File: config.mk
export PLATFORM = sky130hd
export DESIGN_NAME = pcie_pkt_fetch
export DESIGN_NICKNAME = d
export VERILOG_FILES = /design/src/rtl/pcie_pkt_fetch.sv
export SDC_FILE = /design/constraint.sdc
export NUM_CORES = 1
export LEC_CHECK = 0
export CAP_MARGIN = 20
export CORE_AREA = 2 2 452 454
export DETAILED_ROUTE_END_ITERATION = 16
export DIE_AREA = 0 0 454 456
export GPL_ROUTABILITY_DRIVEN = 0
export PLACE_DENSITY = 0.32
export SYNTH_ARGS = -nofsm -noshare
export SYNTH_HDL_FRONTEND = slang
export SYNTH_SLANG_ARGS = --single-unit
File: constraint.sdc
create_clock -name clk -period 39.2 [get_ports clk]
set_input_delay 7.84 -clock clk [delete_from_list [all_inputs] [get_ports clk]]
set_output_delay 7.84 -clock clk [all_outputs]
set_load 0.03 [all_outputs]
File: src/rtl/pcie_pkt_fetch.sv
`timescale 1ns/1ps
`default_nettype none
// ============================================================================
// Module   : pcie_pkt_fetch
// Brief    : Pairs descriptors with packet flits and forwards them, tagged with
//            queue IDs and flit index, through a single output register.
// Revision : 1.0 - initial release
// ============================================================================
module pcie_pkt_fetch #(
    parameter int APP_IDX_WIDTH  = 10,
    parameter int FLOW_IDX_WIDTH = 14
) (
    input  logic                      clk,
    input  logic                      rst,
    input  logic [APP_IDX_WIDTH-1:0]  desc_dsc_queue_id,
    input  logic [FLOW_IDX_WIDTH-1:0] desc_pkt_queue_id,
    input  logic [15:0]               desc_size,
    input  logic                      desc_valid,
    output logic                      desc_ready,
    input  logic [511:0]              pkt_data,
    input  logic                      pkt_sop,
    input  logic                      pkt_eop,
    input  logic                      pkt_valid,
    output logic                      pkt_ready,
    output logic [511:0]              out_data,
    output logic                      out_sop,
    output logic                      out_eop,
    output logic                      out_valid,
    input  logic                      out_ready,
    output logic [APP_IDX_WIDTH-1:0]  out_dsc_queue_id,
    output logic [FLOW_IDX_WIDTH-1:0] out_pkt_queue_id,
    output logic [15:0]               out_flit_idx,
    output logic [31:0]               pkt_cnt,
    output logic [15:0]               err_cnt
);

    localparam logic [1:0] c_IDLE  = 2'd0;
    localparam logic [1:0] c_XFER  = 2'd1;
    localparam logic [1:0] c_DRAIN = 2'd2;

    logic [1:0]                state_q, state_d;
    logic [15:0]               remaining_q;
    logic [15:0]               flit_idx_q;
    logic [APP_IDX_WIDTH-1:0]  dsc_id_q;
    logic [FLOW_IDX_WIDTH-1:0] pkt_id_q;
    logic [511:0]              out_data_q;
    logic                      out_sop_q, out_eop_q, out_valid_q;
    logic [APP_IDX_WIDTH-1:0]  out_dsc_id_q;
    logic [FLOW_IDX_WIDTH-1:0] out_pkt_id_q;
    logic [15:0]               out_flit_idx_q;
    logic [31:0]               pkt_cnt_q;
    logic [15:0]               err_cnt_q;

    logic w_adv, w_desc_pop, w_desc_start, w_flit_pop, w_load, w_last;
    logic w_pkt_ok, w_err;
    logic w_unused;

    // Framing is derived from the descriptor size; the incoming sop is ignored.
    assign w_unused     = pkt_sop;

    assign w_adv        = !out_valid_q || out_ready;
    assign w_desc_pop   = desc_ready && desc_valid;
    assign w_desc_start = w_desc_pop && (desc_size != 16'd0);
    assign w_flit_pop   = pkt_ready && pkt_valid;
    assign w_load       = w_flit_pop && (state_q == c_XFER);
    assign w_last       = (remaining_q == 16'd1);
    assign w_pkt_ok     = w_load && pkt_eop && w_last;
    // Zero-size descriptor, early eop, or missing eop on the last expected flit.
    assign w_err        = (w_desc_pop && (desc_size == 16'd0)) ||
                          (w_load && (pkt_eop != w_last));

    always_ff @(posedge clk) begin
        if (rst) begin
            state_q <= c_IDLE;
        end else begin
            state_q <= state_d;
        end
    end

    always_comb begin
        state_d = state_q;
        case (state_q)
            c_IDLE: begin
                if (w_desc_start) state_d = c_XFER;
            end
            c_XFER: begin
                if (w_load) begin
                    if (pkt_eop)     state_d = c_IDLE;
                    else if (w_last) state_d = c_DRAIN;
                end
            end
            c_DRAIN: begin
                if (w_flit_pop && pkt_eop) state_d = c_IDLE;
            end
            default: state_d = c_IDLE;
        endcase
    end

    // Pops are suppressed during reset so an abandoned packet loses no more flits.
    always_comb begin
        desc_ready = 1'b0;
        pkt_ready  = 1'b0;
        if (!rst) begin
            case (state_q)
                c_IDLE:  desc_ready = desc_valid;
                c_XFER:  pkt_ready  = w_adv;
                c_DRAIN: pkt_ready  = 1'b1;
                default: ;
            endcase
        end
    end

    always_ff @(posedge clk) begin
        if (rst) begin
            remaining_q <= 16'd0;
            flit_idx_q  <= 16'd0;
            out_valid_q <= 1'b0;
            out_sop_q   <= 1'b0;
            out_eop_q   <= 1'b0;
            pkt_cnt_q   <= 32'd0;
            err_cnt_q   <= 16'd0;
        end else begin
            if (w_desc_start) begin
                remaining_q <= desc_size;
                flit_idx_q  <= 16'd0;
            end else if (w_load) begin
                remaining_q <= remaining_q - 16'd1;
                flit_idx_q  <= flit_idx_q + 16'd1;
            end
            if (w_load) begin
                out_valid_q <= 1'b1;
                out_sop_q   <= (flit_idx_q == 16'd0);
                out_eop_q   <= pkt_eop || w_last;
            end else if (out_ready) begin
                out_valid_q <= 1'b0;
            end
            if (w_pkt_ok) begin
                pkt_cnt_q <= pkt_cnt_q + 32'd1;
            end
            if (w_err && (err_cnt_q != 16'hFFFF)) begin
                err_cnt_q <= err_cnt_q + 16'd1;
            end
        end
    end

    always_ff @(posedge clk) begin
        if (w_desc_start) begin
            dsc_id_q <= desc_dsc_queue_id;
            pkt_id_q <= desc_pkt_queue_id;
        end
        if (w_load) begin
            out_data_q     <= pkt_data;
            out_dsc_id_q   <= dsc_id_q;
            out_pkt_id_q   <= pkt_id_q;
            out_flit_idx_q <= flit_idx_q;
        end
    end

    assign out_data         = out_data_q;
    assign out_sop          = out_sop_q;
    assign out_eop          = out_eop_q;
    assign out_valid        = out_valid_q;
    assign out_dsc_queue_id = out_dsc_id_q;
    assign out_pkt_queue_id = out_pkt_id_q;
    assign out_flit_idx     = out_flit_idx_q;
    assign pkt_cnt          = pkt_cnt_q;
    assign err_cnt          = err_cnt_q;

endmodule
`default_nettype wire

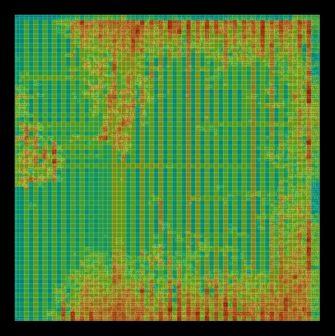
Fig. 1. Routing congestion map (run 1).
met3 track utilization from global routing: 3.48%
core occupancy in the finished layout: 19.6%

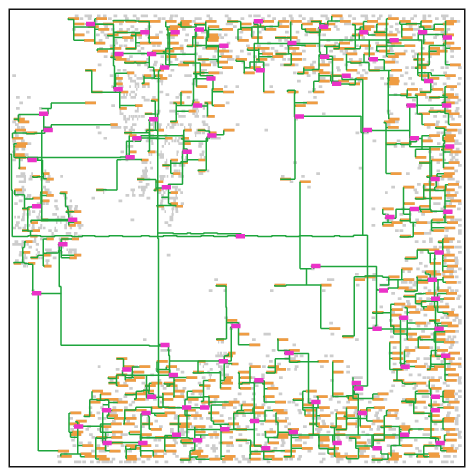
Fig. 2. Clock wires, drivers and flops (run 1).
(1 px per micron)
clock drivers -> magenta  # count 89
flip-flops -> orange  # count 661
clock wires -> green  # length 12900 microns
flops lie = spread over the die
power in the clock group: 0.000793 W
Latency at later pin: 690 ps
proportion of power drawn by the clock network: 45.2%
worst-case clock skew: 18.8 ps

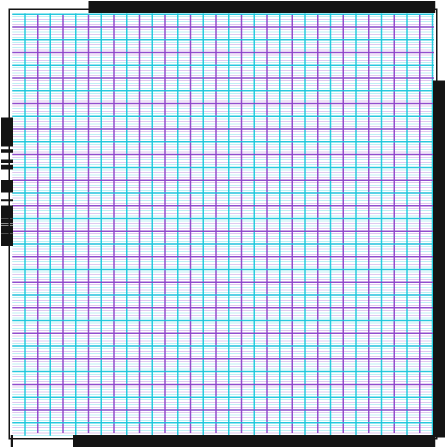
Fig. 3. Supply network (run 1).
Pins as bars on the die edge.
VSS -> cyan
VDD -> purple
met4 straps = 33
rows = 165
met5 straps = 33
signal pins = 1164

==> impl_results.rst, run 1 <==
Physical design figures
=======================

.. list-table::
   :header-rows: 1

   * - Metric
     - Value
   * - Beginning of the worst register-to-register path
     - state_q[0]
   * - Average cell area after synthesis
     - a little under 20 sq um
   * - Endpoint of the most critical setup path
     - pkt_ready
   * - Overall fraction of global-route tracks in use
     - 12.0%
   * - Clock distribution area overhead in the final layout
     - 6.98%
   * - Worst Min Path Start
     - dsc_id_q[6]
   * - Most numerous cell on the critical path
     - sky130_fd_sc_hd__clkdlybuf4s50_1
   * - Top layer used by detailed routing
     - met5
   * - Arrival time at the worst endpoint
     - about 10000 ps
   * - Maximum number of pins on one net before global-route repair
     - 97
   * - Multi-input logic cell count
     - between 300 and 400
   * - Unique masters post-synth
     - 47
   * - Area growth from synthesis to layout
     - 82.4%
   * - Residual antenna-violating net count after detailed routing
     - 0
   * - Vias in the first global route
     - 15200
   * - Transition time at the pin with the least slew margin
     - 917 ps
   * - Row count
     - 165
   * - Startpoint type of the worst setup path
     - input port
   * - Sequential power
     - 0.000799 W
   * - Met2 capacity usage during global routing
     - 23.3%
   * - M1 wire length
     - 45500 microns
   * - Total combinational power
     - 0.000163 W
   * - DIE AREA
     - 207000 sq um
   * - Endpoint kind of the worst setup timing path
     - output port
   * - Logic share of the area
     - 6.37%
   * - Outcome
     - complete, no violations
   * - Number of logic inverters in the finished layout
     - 21
   * - Number of DRC markers after the initial detailed-route iteration
     - 1033
   * - TritonRoute pass-1 iters
     - 4
   * - Core box area
     - 202000 sq um
   * - Post-route design area
     - 39500 sq um
   * - F_max
     - around 56 MHz
   * - Xor+xnor area frac
     - 1.37%
   * - Hold EP
     - out_dsc_queue_id[6]
   * - Aggregate negative setup slack
     - 0 ps
   * - Buffer levels on the longest clock path
     - 3
   * - Count of final hold-check violations
     - 0
run 1: stage by stage:
step	instances	utilization, %	setup WS (ps)	power (W)
5_1_grt	5092	19.6	21330	0.00183
2_1_floorplan	1101	-	14170	0.000885
6_report	5100	19.6	21470	0.00176
3_5_place_dp	4931	18.2	21380	0.000979
3_3_place_gp	4930	18.2	21400	0.000979
4_1_cts	5091	19.6	21370	0.00180
run 1: worst reg2reg max path: stages, from the launching register on:
cell and delay (ps):
sky130_fd_sc_hd__dfxtp_1 370, sky130_fd_sc_hd__inv_1 90, sky130_fd_sc_hd__ha_1 310, sky130_fd_sc_hd__nand4b_1 310, sky130_fd_sc_hd__nand2b_1 480, sky130_fd_sc_hd__inv_8 330
sky130_fd_sc_hd__buf_4 840, sky130_fd_sc_hd__buf_4 840
Fig. 4: run 1, placement by cell class
(1 px per micron) Fill, decap, tap and diode cells in gray.
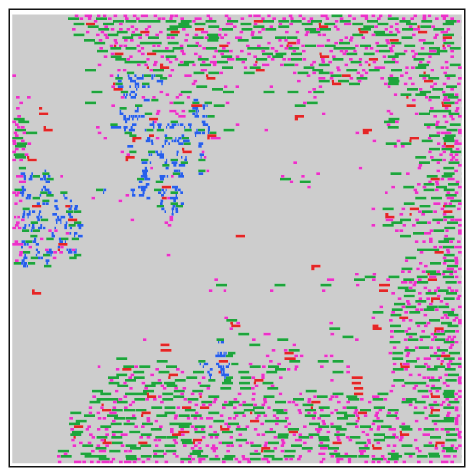

==> run 2, diff against run 1 <==
CORE_AREA = 2 2 455 457   (was 2 2 452 454)
DIE_AREA = 0 0 457 459   (was 0 0 454 456)
clock period = 16.8 ns   (was 39.2 ns; I/O delays follow)
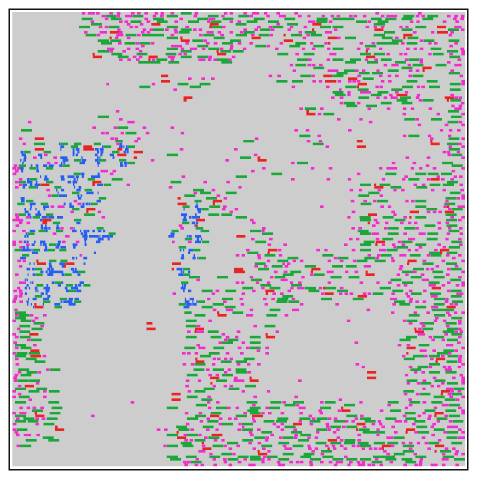
Fig. 5. Placement by cell class (run 2).
(1 px per micron) Fill, decap, tap and diode cells in gray.
flops -> green  # cells 661
clock drivers and dummy loads -> red  # cells 169
other buffers and delay cells -> magenta  # cells 1172
combinational and other logic -> blue  # cells 418
row count: 167
core box area: 206000 sq um

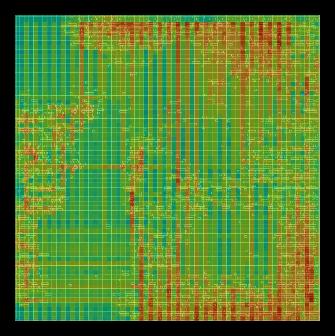
Fig. 6. Routing congestion map (run 2).
overall fraction of global-route tracks in use: 14.3%
met2 capacity usage during global routing: 26.0%
core occupancy in the finished layout: 19.3%

==> run 2 against run 1 <==
Net effect:
- via count rose by 3.8%
- register-to-register slack got worse by 23000 ps
- sequential share of layout area fell by 0.18 points
- clock-buffer cell count fell by 7
- global-route usage rose by 2.3 points
- clock power rose by 150%
- sequential cell count did not move
- die area rose by 1.3%
- power rose by 140%
- critical path type unchanged
- critical endpoint is now desc_ready
==> impl_results.rst, run 2 <==
Physical design figures
=======================

.. list-table::
   :header-rows: 1

   * - Metric
     - Value
   * - Clock distribution area overhead in the final layout
     - 7.35% (+0.37 points)
   * - Transition time at the pin with the least slew margin
     - 1060 ps (+146 ps)
   * - Relative area of non-clock buffer cells in the final design
     - 29.5%
   * - Number of synthesized register bits
     - 661
   * - Arrival time at the worst endpoint
     - 5030 ps (-4860 ps)
   * - Unique masters post-synth
     - 47 (unchanged)
   * - # placed instances
     - 4955 (+0.49%)
   * - Outcome
     - complete, no violations
   * - DIE AREA
     - 210000 sq um (+1.3%)
   * - M1 wire length
     - 52000 microns (+14%)
   * - Multi-input logic cell count
     - 397 (unchanged)
   * - Maximum number of pins on one net before global-route repair
     - 104 (+7.2%)
   * - Power, Total
     - 0.00419 W (+140%)
   * - Number of logic inverters in the finished layout
     - 21 (unchanged)
   * - Logic share of the area
     - 6.32% (-0.056 points)
   * - Power in the clock group
     - 0.00195 W (+150%)
   * - Sequential power
     - 0.00187 W (+130%)
   * - Proportion of power drawn by the clock network
     - 46.5% (+1.3 points)
   * - Via total after detailed routing
     - 16200
   * - Placement Setup Slack
     - 8380 ps (-13010 ps)
   * - Number of gates resized after CTS
     - 0
   * - Residual antenna-violating net count after detailed routing
     - 0 (unchanged)
   * - Buffer levels on the longest clock path
     - 3 (unchanged)
   * - Area growth from synthesis to layout
     - 83.0%
   * - Final worst-path setup slack
     - 8410 ps (-13060 ps)
   * - Endpoint kind of the worst setup timing path
     - output port
   * - Startpoint type of the worst setup path
     - input port
   * - Post-route design area
     - 39700 sq um (+0.38%)
   * - Number of DRC markers after the initial detailed-route iteration
     - 966 (-6.5%)
   * - Worst-case clock skew
     - 32.5 ps (+13.7 ps)
   * - Met3 track utilization from global routing
     - 7.30% (+3.8 points)
   * - Number of sequential cells
     - roughly 660
   * - Count of final hold-check violations
     - 0 (unchanged)
   * - Aggregate negative setup slack
     - 0 ps (unchanged)
   * - TritonRoute pass-1 iters
     - 5 (+1)
   * - Cells in synth_stat.txt
     - about 1100
   * - Top layer used by detailed routing
     - met5
   * - Latency at later pin
     - 720 ps (+30 ps)
## run 2: path summary, 6_finish.rpt
check                                            to  slack [ps]  cells past startpoint
worst max register to register        out_data[281]       12180                      7
worst max-delay path                     desc_ready        8410                      4
worst min register to register  out_pkt_queue_id[5]         410                      0
worst min-delay path            out_pkt_queue_id[5]         410                      0
## run 2: cells by family (layout without fill, tap and decap cells)
logic type                 after synthesis  count (layout)  share of synthesized area [%]
other                                    0              27                              0
buffers and inverters                   43            1362                          0.745
muxes                                    6               6                          0.289
adders and majority gates               11              11                          0.635
and+or+nand+nor                        243             243                           6.40
AOI/OAI and AO/OA                      103             103                           2.86
xor gates and xnor gates                34              34                           1.37
DFF                                    661             661                           87.7
## run 2: critical path: cells and delay by family
family	cells	cell delay, ps
buf+inv	3	1500
simple gates	1	160
Fig. 7: run 2, sequential cells grouped by signal name
(1 px per micron) Other sequential cells in the stronger gray, the rest of the logic in the fainter gray.
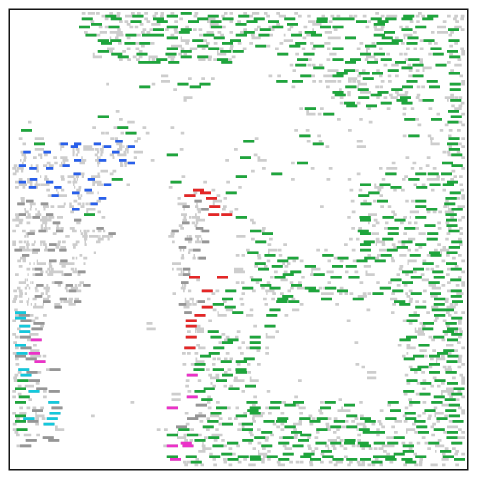

==> run 3, diff against run 2 <==
clock period = 8.45 ns   (was 16.8 ns; I/O delays follow)
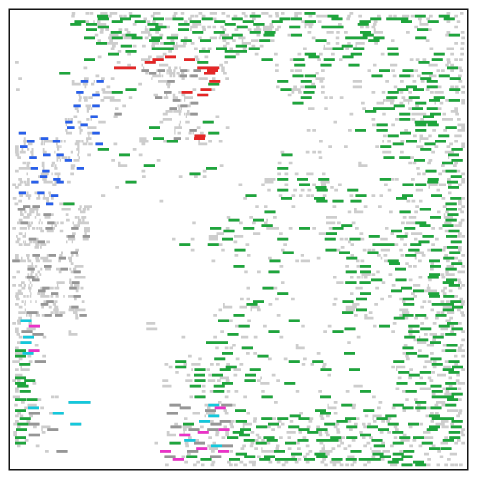
Fig. 8. Sequential cells grouped by signal name (run 3).
(1 px per micron) Other sequential cells in the stronger gray, the rest of the logic in the fainter gray.
out_flit_idx -> red  # sequential cells 16, where north
out_dsc_queue_id -> magenta  # sequential cells 10
pkt_cnt -> blue  # sequential cells 32
out_data -> green  # sequential cells 512, where spread over the die
pkt_id_q -> cyan  # sequential cells 14, where south-west
not colored = 77
Reg area: 19000 sq um
sequential power: 0.00371 W
fraction of area in registers: 47.7%
core occupancy in the finished layout: 19.4%

==> run 3 against run 2 <==
Net effect:
- combinational power grew 100%
- sequential cell count is the same
- synthesized cell count is the same
- clock skew grew 7.5 ps
- sequential power grew 98%
- register-to-register slack lost 7400 ps
- worst setup slack lost 5100 ps
- largest power group unchanged
- sequential share of layout area shrank 0.21 points
- clock power grew 110%
- critical path depth grew 1
==> impl_results.rst, run 3 <==
Physical design figures
=======================

.. list-table::
   :header-rows: 1

   * - Metric
     - Value
   * - Outcome
     - complete, no violations
   * - DP Wirelength
     - 131000 microns
   * - TritonRoute pass-1 iters
     - 4 (-1)
   * - Multi-input logic cell count
     - 397 (unchanged)
   * - Setup slack, reg-to-reg
     - 4750 ps (-7430 ps)
   * - Row count
     - 167 (unchanged)
   * - Top power group
     - the clock network
   * - Cell depth of the worst flop-to-flop path
     - 6 (-1)
   * - Yosys adder share
     - 0.635% (unchanged)
   * - Endpoint kind of the worst setup timing path
     - output port
   * - Power, Total
     - 0.00849 W (+100%)
   * - Endpoint of the most critical setup path
     - pkt_ready
   * - Top cells by area
     - sky130_fd_sc_hd__edfxtp_1, sky130_fd_sc_hd__dfxtp_1, sky130_fd_sc_hd__a21oi_1
   * - Worst Min Path Start
     - dsc_id_q[5]
   * - Post-synth area from yosys stat
     - 21700 sq um
   * - Proportion of layout cells with a drive suffix above 1
     - 6.80%
   * - Horizontal extent of the die
     - 457 microns
   * - Post-route fraction of the period consumed by the critical path
     - 61.4%
   * - Core box area
     - 206000 sq um (unchanged)
   * - Number of synthesized register bits
     - 661 (unchanged)
   * - Transition time at the pin with the least slew margin
     - 964 ps (-99.7 ps)
   * - Number of logic inverters in the finished layout
     - 21 (unchanged)
   * - Number of DRC markers after the initial detailed-route iteration
     - 947 (-2.0%)
   * - Post-route design area
     - 39800 sq um (+0.44%)
   * - Routed WL per cell
     - around 30 microns
   * - Final worst-path setup slack
     - 3270 ps (-5150 ps)
   * - Maximum number of pins on one net before global-route repair
     - 130 (+25%)
   * - Chain of cells forming the critical path
     - buf_2 -> nor2b_1 -> o21ai_0 -> nor2_1 -> clkdlybuf4s50_1
   * - Warnings from Yosys
     - 0
   * - # placed instances
     - 4957 (+0.040%)
   * - Final Routed Wirelength
     - 155000 microns
   * - Worst r2r dst
     - out_data[333]
   * - Xor+xnor area frac
     - 1.37% (unchanged)
   * - Post-place instance area
     - roughly 37000 sq um
   * - Number of sequential cells
     - 661 (unchanged)
   * - Vias in the first global route
     - 15800
   * - Startpoint type of the worst setup path
     - input port
   * - Clkbuf count
     - 119
   * - Count of buffering cells on the critical path with inverters included
     - 2 (-1)
   * - DIE AREA
     - 210000 sq um (unchanged)
   * - Non-filler instance count after layout
     - 5147
   * - Arrival time at the worst endpoint
     - 3490 ps (-1540 ps)
   * - Part of the Yosys area used for sequential elements
     - 87.7%
   * - Proportion of power drawn by the clock network
     - 47.3% (+0.8 points)
   * - Number of gates on the worst path with buffers counted
     - 5 (+1)
   * - Largest delay share family, worst path
     - buffers and inverters
   * - Count of final hold-check violations
     - 0 (unchanged)
   * - Clock tree from TritonCTS
     - done
   * - Relative area of non-clock buffer cells in the final design
     - 29.5% (about the same)
   * - Count of cells along the worst hold path
     - 0 (unchanged)
   * - Latency at later pin
     - 720 ps (about the same)
   * - Crit-path max FO
     - 41
   * - Via total after detailed routing
     - 16200 (+0.21%)
   * - Leakage power
     - ~13 nW
   * - Worst-case clock skew
     - 40.0 ps (+7.48 ps)
   * - Residual antenna-violating net count after detailed routing
     - 0 (unchanged)
   * - Multiplexer share of the synthesized area
     - 0.289% (unchanged)
   * - Buffers outside the clock class
     - roughly 1200
   * - Area fraction in and, or, nand and nor cells after synthesis
     - 6.40% (unchanged)
   * - Hold EP
     - out_dsc_queue_id[5]
   * - Fraction of registers with async set/reset
     - 0%
   * - Clock distribution area overhead in the final layout
     - 7.67% (+0.32 points)
   * - Power in the clock group
     - 0.00402 W (+110%)
   * - Area growth from synthesis to layout
     - 83.9%
   * - Dominant kind of combinational cell
     - simple AND/OR/NAND/NOR gates
   * - Cells in synth_stat.txt
     - 1101 (unchanged)
   * - Unique masters post-synth
     - 47 (unchanged)
   * - Post-synth top flop
     - sky130_fd_sc_hd__edfxtp_1
   * - Number of gates resized after CTS
     - 0 (unchanged)
   * - Combinational fraction of design power
     - 8.9%
   * - Placement Setup Slack
     - 2830 ps (-5540 ps)
   * - Post-synth tally of flip-flops with integrated enable
     - roughly 580
   * - Overall fraction of global-route tracks in use
     - 14.2% (-0.024 points)
   * - Buffer levels on the longest clock path
     - 3 (unchanged)
   * - Endpoints failing setup
     - 0
   * - Post-layout minimum cycle time
     - between 5000 and 6000 ps
   * - Initial antenna violation count
     - 196
   * - Hold_buf cts
     - 0
   * - Aggregate negative setup slack
     - 0 ps (unchanged)
   * - Yosys aoi share
     - 2.86% (unchanged)
   * - Logic share of the area
     - 6.30% (-0.015 points)
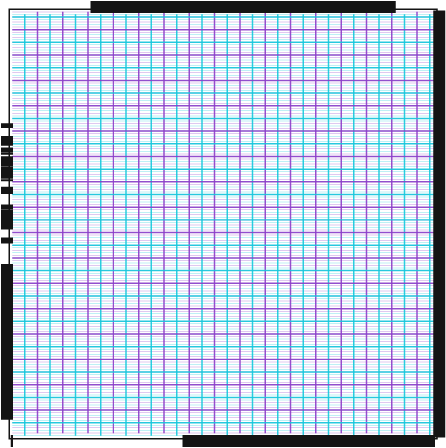
Fig. 9. Supply network (run 3).
Pins as bars on the die edge.
VDD -> purple
VSS -> cyan
rows = 167
met5 straps = 33
met4 straps = 33
signal pins = 1164

[run 3: netlist changes by cell type in the layout (fill, tap and decap cells not counted), moves of 2 or more]
cell                         delta
sky130_fd_sc_hd__clkbuf_16      +3
sky130_fd_sc_hd__clkbuf_1       +7
sky130_fd_sc_hd__clkbuf_8       +2
sky130_fd_sc_hd__diode_2        -9
sky130_fd_sc_hd__clkinv_2       -9
sky130_fd_sc_hd__clkinvlp_4     +2
sky130_fd_sc_hd__clkinv_1       -5
sky130_fd_sc_hd__buf_12         +3
[run 3: routing by layer]
metal  up-vias  GRT usage (%)  routed length [microns]
met4        56           3.41                     4530
met3       416           7.05                    17200
li1       6880              -                        -
met1      7796           14.4                    53300
met2      1039           25.9                    79300
met5         -              0                      383
No activity file was given, so power comes from the tool's default toggle rates.
